Fig. 1: floorplan with the power grid
Pins as bars on the die edge. Tap cells in gray.
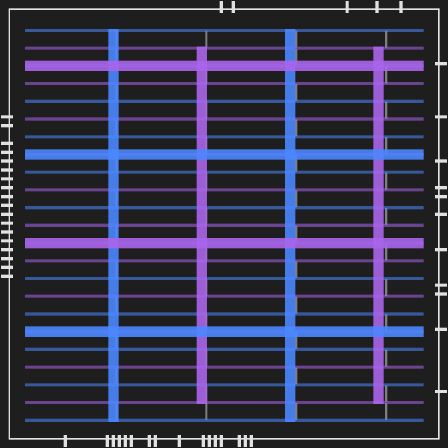
Fig. 2: cells colored by class
Scale bar: 20 um.
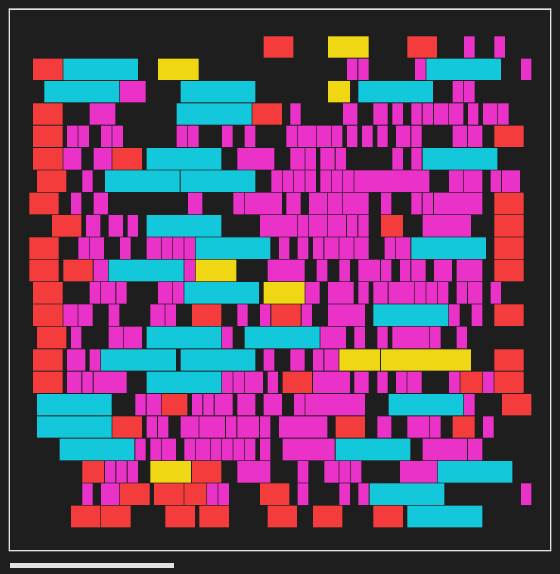
--- src/rtl/reset_ctrl_fsm_if.sv ---
// Memory handshake bundle between the control FSM and the instruction/data memories.
//
// Signals:
//   imem_req  : instruction fetch request (controller -> memory)
//   imem_addr : fetch address, always the current PC (controller -> memory)
//   imem_ack  : fetch complete, imem_data valid in the same cycle (memory -> controller)
//   imem_data : 10-bit fetched instruction (memory -> controller)
//   dmem_req  : load request (controller -> memory)
//   dmem_ack  : load complete, data written back next cycle (memory -> controller)
//
// Modports:
//   master : controller side
//   slave  : memory side
`timescale 1ns/1ps

interface reset_ctrl_fsm_if #(
    parameter int PC_W = 8
) ();

    logic            imem_req;
    logic [PC_W-1:0] imem_addr;
    logic            imem_ack;
    logic [9:0]      imem_data;
    logic            dmem_req;
    logic            dmem_ack;

    modport master (
        output imem_req,
        output imem_addr,
        input  imem_ack,
        input  imem_data,
        output dmem_req,
        input  dmem_ack
    );

    modport slave (
        input  imem_req,
        input  imem_addr,
        output imem_ack,
        output imem_data,
        input  dmem_req,
        output dmem_ack
    );

endinterface

--- src/rtl/reset_ctrl_fsm.sv ---
// Multi-cycle control FSM for a small 10-bit-instruction core.
// Sequence: INIT -> FETCH -> DECODE -> EXEC -> (WB) -> FETCH, with HALT as a
// terminal state left only through reset.
//
// Ports:
//   CLK       : clock, all state updates on the rising edge
//   RESET_N   : asynchronous active-low reset
//   bus       : memory handshake (reset_ctrl_fsm_if.master)
//   alu_zero  : ALU compare-equal flag, sampled in EXEC for beq
//   reg_init  : register-file constant-load strobe (INIT only)
//   instr_out : instruction latched at the end of FETCH
//   R1_CTRL   : read-port-A select
//   R2_CTRL   : read-port-B select
//   RegWrite  : register write enable (WB only)
//   writeReg  : destination register index
//   halted    : core stopped
`timescale 1ns/1ps

module reset_ctrl_fsm #(
    parameter int          PC_W     = 8,
    parameter int unsigned RESET_PC = 0
) (
    input  logic             CLK,
    input  logic             RESET_N,
    reset_ctrl_fsm_if.master bus,
    input  logic             alu_zero,
    output logic             reg_init,
    output logic [9:0]       instr_out,
    output logic [3:0]       R1_CTRL,
    output logic [3:0]       R2_CTRL,
    output logic             RegWrite,
    output logic [3:0]       writeReg,
    output logic             halted
);

    typedef enum logic [2:0] {
        INIT   = 3'd0,
        FETCH  = 3'd1,
        DECODE = 3'd2,
        EXEC   = 3'd3,
        WB     = 3'd4,
        HALT   = 3'd5
    } state_t;

    localparam logic [2:0] OP_ADD   = 3'b000;
    localparam logic [2:0] OP_SHIFT = 3'b001;
    localparam logic [2:0] OP_JOIN  = 3'b010;
    localparam logic [2:0] OP_AND   = 3'b011;
    localparam logic [2:0] OP_BEQ   = 3'b100;
    localparam logic [2:0] OP_LOAD  = 3'b101;
    localparam logic [2:0] OP_NOP   = 3'b110;
    localparam logic [2:0] OP_HALT  = 3'b111;

    state_t          state;
    state_t          state_next;
    logic [PC_W-1:0] pc;
    logic [PC_W-1:0] pc_next;
    logic [PC_W-1:0] pc_inc;
    logic [PC_W-1:0] branch_offset;
    logic [9:0]      instr_next;
    logic [3:0]      r1_next;
    logic [3:0]      r2_next;
    logic [3:0]      wr_next;
    logic [2:0]      opcode;
    logic [2:0]      fetch_opcode;
    logic            reg_init_raw;

    assign opcode        = instr_out[9:7];
    assign fetch_opcode  = bus.imem_data[9:7];
    assign pc_inc        = pc + PC_W'(1);
    // Size cast of a signed operand sign-extends the 7-bit branch offset.
    assign branch_offset = PC_W'($signed(instr_out[6:0]));
    assign bus.imem_addr = pc;

    // The reset state is INIT, but the strobe must stay low while reset is
    // held; gating with RESET_N makes it high only in the real INIT cycle.
    assign reg_init = reg_init_raw & RESET_N;

    // State and datapath registers; reset forces INIT and clears everything
    // immediately so any pending request drops in the same cycle.
    always_ff @(posedge CLK or negedge RESET_N) begin
        if (!RESET_N) begin
            state     <= INIT;
            pc        <= PC_W'(RESET_PC);
            instr_out <= '0;
            R1_CTRL   <= '0;
            R2_CTRL   <= '0;
            writeReg  <= '0;
        end else begin
            state     <= state_next;
            pc        <= pc_next;
            instr_out <= instr_next;
            R1_CTRL   <= r1_next;
            R2_CTRL   <= r2_next;
            writeReg  <= wr_next;
        end
    end

    // Next-state, next-PC and output decode. Latched instruction fields only
    // change on the FETCH->DECODE transition so they stay stable through WB.
    always_comb begin
        state_next   = state;
        pc_next      = pc;
        instr_next   = instr_out;
        r1_next      = R1_CTRL;
        r2_next      = R2_CTRL;
        wr_next      = writeReg;
        reg_init_raw = 1'b0;
        bus.imem_req = 1'b0;
        bus.dmem_req = 1'b0;
        RegWrite     = 1'b0;
        halted       = 1'b0;

        case (state)
            INIT: begin
                reg_init_raw = 1'b1;
                state_next   = FETCH;
            end

            FETCH: begin
                bus.imem_req = 1'b1;
                if (bus.imem_ack) begin
                    instr_next = bus.imem_data;
                    r1_next    = 4'd0;
                    r2_next    = 4'd0;
                    wr_next    = 4'd0;
                    case (fetch_opcode)
                        OP_ADD, OP_SHIFT, OP_JOIN: begin
                            wr_next = bus.imem_data[6:3];
                        end
                        OP_AND: begin
                            r1_next = 4'd1;
                            wr_next = {1'b0, bus.imem_data[5:3]};
                        end
                        OP_BEQ: begin
                            r1_next = 4'd3;
                            r2_next = 4'd1;
                        end
                        OP_LOAD: begin
                            r1_next = 4'd4;
                            r2_next = 4'd1;
                            wr_next = 4'd14;
                        end
                        default: begin
                        end
                    endcase
                    state_next = DECODE;
                end
            end

            DECODE: begin
                state_next = (opcode == OP_HALT) ? HALT : EXEC;
            end

            EXEC: begin
                case (opcode)
                    OP_ADD, OP_SHIFT, OP_JOIN, OP_AND: begin
                        state_next = WB;
                    end
                    OP_LOAD: begin
                        bus.dmem_req = 1'b1;
                        if (bus.dmem_ack) begin
                            state_next = WB;
                        end
                    end
                    OP_BEQ: begin
                        pc_next    = alu_zero ? (pc_inc + branch_offset) : pc_inc;
                        state_next = FETCH;
                    end
                    OP_NOP: begin
                        pc_next    = pc_inc;
                        state_next = FETCH;
                    end
                    default: begin
                        state_next = HALT;
                    end
                endcase
            end

            WB: begin
                RegWrite   = 1'b1;
                pc_next    = pc_inc;
                state_next = FETCH;
            end

            HALT: begin
                halted = 1'b1;
            end

            default: begin
                state_next = INIT;
            end
        endcase
    end

endmodule
--- src/flat_wrapper.sv ---
// flat-port wrapper written by rule: the top's interface ports become plain ports
module reset_ctrl_fsm_flat 
#(
    parameter int          PC_W     = 8,
    parameter int unsigned RESET_PC = 0
)
  (CLK, RESET_N, alu_zero, reg_init, instr_out, R1_CTRL, R2_CTRL, RegWrite, writeReg, halted, bus_imem_req, bus_imem_addr, bus_imem_ack, bus_imem_data, bus_dmem_req, bus_dmem_ack);
  reset_ctrl_fsm_if #(.PC_W(PC_W)) bus_i ();
  input  logic CLK;
  input  logic RESET_N;
  input  logic alu_zero;
  output logic reg_init;
  output logic [9:0] instr_out;
  output logic [3:0] R1_CTRL;
  output logic [3:0] R2_CTRL;
  output logic RegWrite;
  output logic [3:0] writeReg;
  output logic halted;
  output wire logic [$bits(bus_i.imem_req)-1:0] bus_imem_req;
  output wire logic [$bits(bus_i.imem_addr)-1:0] bus_imem_addr;
  input wire logic [$bits(bus_i.imem_ack)-1:0] bus_imem_ack;
  input wire logic [$bits(bus_i.imem_data)-1:0] bus_imem_data;
  output wire logic [$bits(bus_i.dmem_req)-1:0] bus_dmem_req;
  input wire logic [$bits(bus_i.dmem_ack)-1:0] bus_dmem_ack;
  assign bus_imem_req = bus_i.imem_req;
  assign bus_imem_addr = bus_i.imem_addr;
  assign bus_i.imem_ack = bus_imem_ack;
  assign bus_i.imem_data = bus_imem_data;
  assign bus_dmem_req = bus_i.dmem_req;
  assign bus_i.dmem_ack = bus_dmem_ack;
  reset_ctrl_fsm #(.PC_W(PC_W), .RESET_PC(RESET_PC)) u_core (.CLK(CLK), .RESET_N(RESET_N), .bus(bus_i), .alu_zero(alu_zero), .reg_init(reg_init), .instr_out(instr_out), .R1_CTRL(R1_CTRL), .R2_CTRL(R2_CTRL), .RegWrite(RegWrite), .writeReg(writeReg), .halted(halted));
endmodule
--- config.mk ---
export PLATFORM = sky130hd
export DESIGN_NAME = reset_ctrl_fsm_flat
export DESIGN_NICKNAME = d
export VERILOG_FILES = /design/src/rtl/reset_ctrl_fsm_if.sv /design/src/rtl/reset_ctrl_fsm.sv /design/src/flat_wrapper.sv
export SDC_FILE = /design/constraint.sdc
export NUM_CORES = 1
export LEC_CHECK = 0
export ABC_AREA = 1
export CAP_MARGIN = 30
export CORE_MARGIN = 2
export CORE_UTILIZATION = 50
export CTS_BUF_LIST = sky130_fd_sc_hd__clkbuf_4 sky130_fd_sc_hd__clkbuf_8
export DETAILED_ROUTE_END_ITERATION = 12
export GPL_ROUTABILITY_DRIVEN = 0
export PLACE_DENSITY = 0.82
export REMOVE_ABC_BUFFERS = 1
export SYNTH_ARGS = -nofsm -noshare
export SYNTH_HDL_FRONTEND = slang
export SYNTH_SLANG_ARGS = --single-unit
--- constraint.sdc ---
create_clock -name CLK -period 2.3 [get_ports CLK]
set_input_delay 0.46 -clock CLK [delete_from_list [all_inputs] [get_ports CLK]]
set_output_delay 0.46 -clock CLK [all_outputs]
set_load 0.01 [all_outputs]
==> run summary <==
Results of the flow run.

The core outline area stands at roughly 0.0037 mm2. The flow ran to the end, and the final reports show no timing, DRC or antenna violations. In the synthesized netlist the async set-or-reset flop fraction comes to 1.000. The fraction of synthesized cell area taken by the top area cell type stands at 0.3813.

The total global-route track usage stands at 0.2368. The top cell types in the final layout, fill and taps aside, are nand2_1, clkdlybuf4s50_1, dfrtp_1, inv_1, nor2_1. The wire length recorded after detailed routing is 4.551 mm. After detailed routing, no signal wire sits above met4. STA classifies the critical path startpoint as a register. In the final routed layout, each cell accounts on average for 12.82 um.

The clock reaches the later pin of the worst-skew pair after 0.29 ns. The number of nets in the final layout stands at about 330. The placed standard-cell area stands at 0.002392 mm2. Hold analysis shows the worst path with a depth of 2.

The adder and majority cell fraction of the synthesized area stands at 0.06969. The stage logs contain a warning count of 26. The launch point of the critical path was reported as u_core.bus.imem_addr[0].

In this run, the synthesized area fraction spent on AND-OR/OR-AND gates is recorded as 0.1256. The floorplan step set the die height to around 66 um. The number of buffers between clock root and the deepest sink stands at 2. The cts-stage hold buffer count stands at 0.

The number of remaining DRC errors stands at 0.
## Picture notes: Fig. 1
color	net
purple	VDD
blue	VSS
rows	22
signal pins	50
met4 straps	4
met5 straps	4
met1 rails	23

## Picture notes: Fig. 2
color	class	cells	share of their area
yellow	clock drivers and dummy loads	8	4.8%
cyan	flip-flops	29	29%
magenta	all other logic	220	47%
red	other buffers and delay cells	50	20%

critical path, stage by stage (launching register included):
cell	delay, ns
dfrtp_1	0.36
ha_2	0.19
nand2_1	0.08
o21ai_0	0.20
o21ai_0	0.12
inv_1	0.10
ha_1	0.28
nand2_1	0.13
nand2_1	0.07
nand2_1	0.05
nand2_1	0.06
a21oi_2	0.13
inv_1	0.05
nand2_1	0.06
nand3_1	0.06
nand2_1	0.06
nand2_1	0.04
final cells by class:
cell class                      count  area [um2]  area share
Clock buffer                        6       82.58     0.03232
Inverter                           37       138.9     0.05436
Sequential cell                    29       725.7      0.2840
Timing Repair Buffer               50       486.7      0.1905
Tap cell                           48       60.06     0.02351
Multi-Input combinational cell    183        1023      0.4006
Clock inverter                      2       37.54     0.01469
registers in the layout (all words and copies together), names as in the netlist:
| name | flops |
|---|---|
| u_core.R2_CTRL | 1 |
| u_core.instr_out | 10 |
| u_core.R1_CTRL | 3 |
| u_core.bus.imem_addr | 8 |
| u_core.state | 3 |
| u_core.writeReg | 4 |
logic make-up (layout without fill, tap and decap cells):
kind of cell               after synthesis  after routing
AOI/OAI and AO/OA                       39             39
buffers and inverters                   45             95
xor gates and xnor gates                 5              5
adders and majority gates               10             10
DFF                                     29             29
and+or+nand+nor                        125            125
other                                    1              4
stage by stage:
stage               worst slack [ns]  utilization  hold slack (ns)
floorplan                     0.1728            -           0.1644
global placement              0.1754       0.6535           0.4709
detailed placement           0.05193       0.6535           0.4718
CTS                          0.03430       0.6859           0.4993
global route                -0.05892       0.6979           0.5344
finish                        0.1430       0.6979           0.4948
repair_timing:
action	in CTS	in global routing
pin swaps	0	1
setup endpoints to repair	1	2
resized	1	7
setup buffers	0	1
cloned	0	0
